**src/rtl/led_pkg.sv**
```systemverilog
// led_pkg: shared mode encoding and channel limit for the LED pattern generator
package led_pkg;
  typedef enum logic [1:0] {
    LED_OFF     = 2'd0,
    LED_ON      = 2'd1,
    LED_BLINK   = 2'd2,
    LED_BREATHE = 2'd3
  } led_mode_t;
  localparam int LED_MAX_CH = 32;
endpackage

```
**src/rtl/tick_prescaler.sv**
```systemverilog
// tick_prescaler: one-cycle tick every DIV clocks; clr restarts the count and swallows a pending tick
module tick_prescaler #(
  parameter int DIV = 50000
) (
  input  logic clk,
  input  logic rst_n,
  input  logic clr,
  output logic tick
);
  localparam int CW = $clog2(DIV);
  logic [CW-1:0] cnt_q, cnt_d;
  logic          last;
  always_comb begin
    last  = cnt_q == CW'(DIV - 1);
    tick  = last && !clr;
    cnt_d = (clr || last) ? '0 : cnt_q + 1'b1;
  end
  always_ff @(posedge clk or negedge rst_n)
    if (!rst_n) cnt_q <= '0;
    else        cnt_q <= cnt_d;
endmodule

```
**src/rtl/led_pattern_gen.sv**
```systemverilog
// led_pattern_gen: multi-channel LED driver with OFF/ON/BLINK/BREATHE modes,
// configured through a one-cycle write port and paced by a shared tick.
module led_pattern_gen
  import led_pkg::*;
#(
  parameter int NUM_LEDS        = 10,
  parameter int TICK_DIV        = 50000,
  parameter int HP_W            = 16,
  parameter int DEF_HALF_PERIOD = 500,
  parameter int PWM_BITS        = 8
) (
  input  logic                      clk,
  input  logic                      rst_n,
  input  logic                      sync_i,
  input  logic                      cfg_valid,
  input  logic [$clog2(NUM_LEDS):0] cfg_idx,
  input  logic [1:0]                cfg_mode,
  input  logic [HP_W-1:0]           cfg_hp,
  output logic                      cfg_err,
  output logic                      tick_o,
  output logic [NUM_LEDS-1:0]       led
);
  localparam int IW = $clog2(NUM_LEDS) + 1;
  if (NUM_LEDS < 1 || NUM_LEDS > LED_MAX_CH) begin : g_bad_cfg
    $error("NUM_LEDS out of range");
  end
  logic                tick;
  logic                cfg_err_q, cfg_err_d;
  logic [PWM_BITS-1:0] pwm_cnt_q, pwm_cnt_d;
  tick_prescaler #(.DIV(TICK_DIV)) u_presc (
    .clk  (clk),
    .rst_n(rst_n),
    .clr  (sync_i),
    .tick (tick)
  );
  always_comb begin
    cfg_err_d = cfg_valid && (cfg_idx >= IW'(NUM_LEDS));
    pwm_cnt_d = sync_i ? '0 : pwm_cnt_q + 1'b1;
  end
  always_ff @(posedge clk or negedge rst_n)
    if (!rst_n) begin
      cfg_err_q <= 1'b0;
      pwm_cnt_q <= '0;
    end else begin
      cfg_err_q <= cfg_err_d;
      pwm_cnt_q <= pwm_cnt_d;
    end
  assign cfg_err = cfg_err_q;
  assign tick_o  = tick;
  for (genvar i = 0; i < NUM_LEDS; i++) begin : g_ch
    led_mode_t           mode_q, mode_d;
    logic [HP_W-1:0]     hp_q, hp_d, ph_q, ph_d, eff_hp;
    logic [PWM_BITS-1:0] duty_q, duty_d;
    logic                blink_q, blink_d, down_q, down_d, led_q, led_d, wr, last;
    always_comb begin
      wr      = cfg_valid && cfg_idx == IW'(i);
      eff_hp  = (hp_q == '0) ? HP_W'(1) : hp_q;
      last    = ph_q == eff_hp - 1'b1;
      mode_d  = mode_q;
      hp_d    = hp_q;
      ph_d    = ph_q;
      blink_d = blink_q;
      duty_d  = duty_q;
      down_d  = down_q;
      if (tick && mode_q == LED_BLINK) begin
        ph_d    = last ? '0 : ph_q + 1'b1;
        blink_d = blink_q ^ last;
      end
      // ramp turns around exactly at the end points, never wrapping
      if (tick && mode_q == LED_BREATHE) begin
        duty_d = down_q ? duty_q - 1'b1 : duty_q + 1'b1;
        down_d = down_q ? (duty_d != '0) : (duty_d == '1);
      end
      if (wr) begin
        mode_d = led_mode_t'(cfg_mode);
        hp_d   = cfg_hp;
      end
      if (wr || sync_i) begin
        ph_d    = '0;
        blink_d = 1'b0;
        duty_d  = '0;
        down_d  = 1'b0;
      end
      led_d = (mode_q == LED_ON) || (mode_q == LED_BLINK && blink_q) ||
              (mode_q == LED_BREATHE && pwm_cnt_q < duty_q);
    end
    always_ff @(posedge clk or negedge rst_n)
      if (!rst_n) begin
        mode_q  <= LED_OFF;
        hp_q    <= HP_W'(DEF_HALF_PERIOD);
        ph_q    <= '0;
        blink_q <= 1'b0;
        duty_q  <= '0;
        down_q  <= 1'b0;
        led_q   <= 1'b0;
      end else begin
        mode_q  <= mode_d;
        hp_q    <= hp_d;
        ph_q    <= ph_d;
        blink_q <= blink_d;
        duty_q  <= duty_d;
        down_q  <= down_d;
        led_q   <= led_d;
      end
    assign led[i] = led_q;
  end
endmodule

```
**config.mk**
```make
export PLATFORM = sky130hd
export DESIGN_NAME = led_pattern_gen
export DESIGN_NICKNAME = d
export VERILOG_FILES = /design/src/rtl/led_pkg.sv /design/src/rtl/tick_prescaler.sv /design/src/rtl/led_pattern_gen.sv
export SDC_FILE = /design/constraint.sdc
export NUM_CORES = 1
export LEC_CHECK = 0
export ABC_AREA = 1
export ABC_CLOCK_PERIOD_IN_PS = 3250
export CAP_MARGIN = 20
export CORE_MARGIN = 4
export CORE_UTILIZATION = 55
export DETAILED_ROUTE_END_ITERATION = 6
export GPL_TIMING_DRIVEN = 0
export PLACE_DENSITY = 0.72
export SLEW_MARGIN = 25
export SYNTH_ARGS = -nofsm -noshare
export SYNTH_HDL_FRONTEND = slang
export SYNTH_HIERARCHICAL = 1
export SYNTH_SLANG_ARGS = --single-unit
```
**constraint.sdc**
```tcl
create_clock -name clk -period 3.25 [get_ports clk]
set_clock_uncertainty 0.05 [all_clocks]
set_input_delay 0.65 -clock clk [delete_from_list [all_inputs] [get_ports clk]]
set_output_delay 0.65 -clock clk [all_outputs]
set_load 0.05 [all_outputs]
```
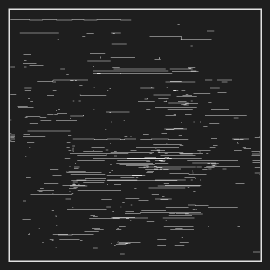
Figure 1: the metal 3 layer.
Scale: 1 px per um.
main direction: horizontal
nets with wire on the layer: 226

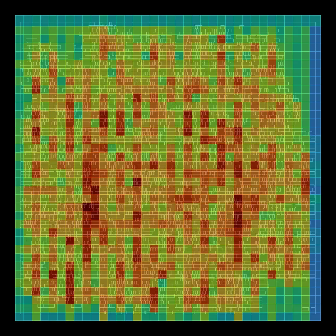
Figure 2: routing congestion.
GR Layer Usage met2: 0.419
busiest grt layer: met2
met1 Use GR: 0.351

==> flow_summary.toml <==
# physical design summary
[status]
status = "complete, no violations"

[critical_path]
critPathKind = "flop to output port"
required_ns = 2.55
crit_chain = "ha_1 -> nand3_2 -> nor2_1 -> nand2_1 -> nor2_4 -> buf_4 -> buf_4"
start_kind = "flop"
cpPeakStageDelay_ns = 0.40
path_max_fanout = 5
cp_slowest_cell = "dfrtp_1"
cp-end-kind = "output port"
cp_common_cell = "buf_4"

[sta]
fmax_mhz = 328
timing.slew.headroom = 0.422
tightest_slew_ns = 0.866
hold_violations = 0
timing.final.crit_share = 0.937
finalCriticalPeriod_ns = 3.05
slew_violations = 0
whs_ns = 0.440
finalSetupViolations = 0

[yosys]
ys_chip_area_um2 = 32300
synth_flop_count = 475
largest_area_cell = "dfrtp_1"
yosys-stat-cells = 4211
syn_avg_cell_area_um2 = 7.68
synthArstFlopShare = 1.00
fp_nets = 4420
synth_cells = 4211
yosys-top-cells-area = "dfrtp_1 32%, nand2_1 12%, ha_1 6.7%, inv_1 6.1%, xor2_1 5.8%"
ys_types = 60
synth_seq_share = 0.370
synthesis.area_um2 = 32300
edf_count = 0
ys_warn_count = 6
synth_top_flop_cell = "dfrtp_1"

[pwr]
seqPwrFrac = 0.408
sw_frac_of_total = 0.329
p_switching_uw = 5720
p_leak_uw = 0.0167
p_int_uw = 11600
ir_drop_v = 0.000454
power.density_nw_per_um2 = 485

[detailed_routing]
ant_nets = 0
vias_per_cell = 5.45
wl_per_cell_um = 15.9
num_vias = 27915
drtPass1Iterations = 7
drtIter0Drc = 2132
drt_wl_total_um = 81400

[layout]
n_antenna_cell = 0
lay_top_count = "nand2_1"
layoutNonFillerInstCount = 5125
nets = 4525

[flow_run]
log.warning_count = 46
drv_cap = 0

[clock_tree]
root_buffer = "clkbuf_16"
numClockSinks = 475
clk_pin_slew_ns = 0.06
cts_buffer_depth = 3
clkLatencyLatePin_ns = 0.61
cts_max_level = 2
cts_inserted_buffers = 53
cts_tree = "built"

[die]
initial_utilization = 0.558
core_area_um2 = 57900
boundaryPins = 39
die_height_um = 250
die_area_um2 = 62700
row_count = 88
die_width_um = 250

[global_routing]
antenna_found_initial = 3
grt_max_degree = 94
grt_overflow = 0
track_usage = 0.255
grt_pass1_wl_um = 133000
grt_pass1_vias = 26567

[placed_design]
portBuffers = 38
hpwl_um = 58300
gp_congestion = 0.902
dp_slack_ns = -0.884
dp.cells = 5020
place_area_um2 = 33800

[hold_path]
hold_class = "input port to async pin"
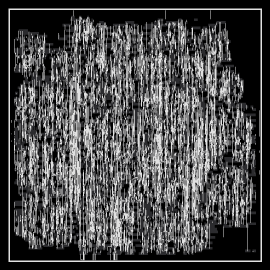
Figure 3: met2 routing.
Scale: 1 px per um.
wire length on this layer: 37.4 mm
longest straight run: 81.9 um
share of all routed wire: 46%
main direction: vertical

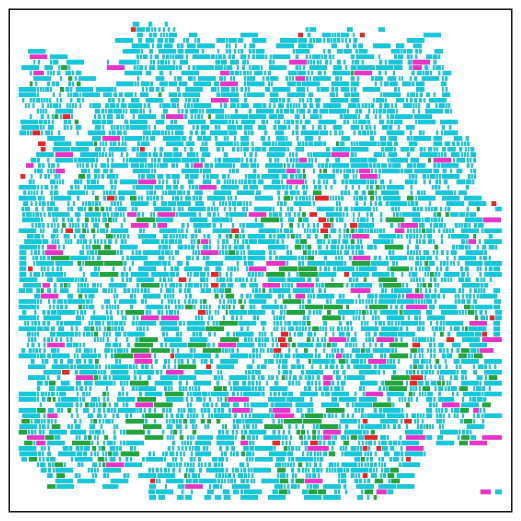
Figure 4: cell sizes after repair.
Scale: 2 px per um.
legend:
  _3 and _4 cells:
    colour: red
    cells: 48
  _0 and _1 cells:
    colour: cyan
    cells: 3,968
  _6 and larger:
    colour: magenta
    cells: 92
  _2 cells:
    colour: green
    cells: 252
non-clock buffer count: 123
area delta synth->final: 10.6%
Final Cell Area: 35,800 um2
Final WS setup: 0.204 ns

[routing by layer]
metal | part of all wire | up-vias | track usage
met5 | 0 | - | 0
met4 | 0.031 | 0 | 0.0804
met3 | 0.054 | 154 | 0.0356
met2 | 0.46 | 633 | 0.419
met1 | 0.46 | 13123 | 0.351
li1 | - | 14005 | -
[worst max-delay path, delay by kind of cell (launching register included)]
kind / cells / cell delay [ns]
fa+ha+maj: 1 / 0.22
buf+inv: 2 / 0.35
flops: 1 / 0.40
simple gates: 4 / 0.76
[cells in the mapped netlist, types with 8 or more instances]
library cell	count
a21o_1	17
a21oi_1	108
a31oi_1	18
buf_4	10
buf_6	8
clkbuf_1	44
dfrtp_1	415
dfstp_2	60
fa_1	10
ha_1	172
inv_1	524
inv_2	10
nand2_1	1003
nand2_2	29
nand3_1	242
nand3b_1	38
nand4_1	107
nor2_1	365
nor2_2	52
nor2_4	14
nor3_1	50
nor3_2	12
nor4_1	12
o211ai_1	16
o21ai_0	336
o21ai_1	36
o21bai_1	11
o22ai_1	80
o22ai_2	30
or2_2	8
xnor2_1	75
xnor3_1	16
xor2_1	215
[metrics by stage]
step | setup TNS, ns | utilization
3_3_place_gp | -9060.74 | 0.582
3_5_place_dp | -111.68 | 0.584
4_1_cts | 0 | 0.616
6_report | 0 | 0.618
2_1_floorplan | 0 | -
5_1_grt | -0.000243 | 0.618
[logic make-up after synthesis]
logic type               after synthesis  share of synthesized area
AND-OR/OR-AND                        668                      0.119
XOR/XNOR                             306                     0.0897
adder cells (fa/ha/maj)              182                     0.0727
buffers and inverters                610                     0.0756
flip-flops                           475                      0.370
multiplexers                           4                    0.00124
AND/OR/NAND/NOR                     1966                      0.271
[final cells by class]
class	instances	area, um2
plain buffers	73	435
flip-flops and latches	475	12000
clock inverters	23	214
fillers	5180	22100
multi-input cells	3126	18000
well taps	765	957
repair buffers	50	596
inverters	537	2020
clock buffers	76	1560
[state kept, by name (all words and copies together), names as in the netlist]
name	count
g_ch.hp_q	160
cfg_err	1
pwm_cnt_q	8
g_ch.led_q	10
g_ch.down_q	10
g_ch.mode_q	20
g_ch.duty_q	80
u_presc/cnt_q	16
g_ch.ph_q	160
g_ch.blink_q	10
[timing repair]
action,in CTS,in global routing
buffers inserted,2,3
hold endpoints to repair,26,0
setup endpoints to repair,193,100
hold buffers,1,0
gates resized,10,30
pin swaps,1,2
[power by group through the flow]
stage,sequential [uW],clock (uW),combinational (uW)
after floorplan,6980,0,3150
after global placement,7170,0,3940
after detailed placement,7170,0,4040
after CTS,7070,6260,4070
after global routing,7160,6480,4700
final,7090,6150,4120
[worst paths after layout]
check | depth (start not counted) | to | slack [ns] | from
min reg2reg | 2 | g_ch[7].hp_q[1] | 0.44 | g_ch[7].hp_q[1]
max in group asynchronous | 6 | g_ch[0].hp_q[8] | 0.89 | rst_n
max reg2reg | 11 | g_ch[7].ph_q[12] | 0.23 | u_presc/cnt_q[0]
min in group clk | 2 | g_ch[7].hp_q[1] | 0.44 | g_ch[7].hp_q[1]
max | 7 | tick_o | 0.20 | u_presc/cnt_q[0]
min | 2 | g_ch[7].ph_q[14] | 0.44 | rst_n
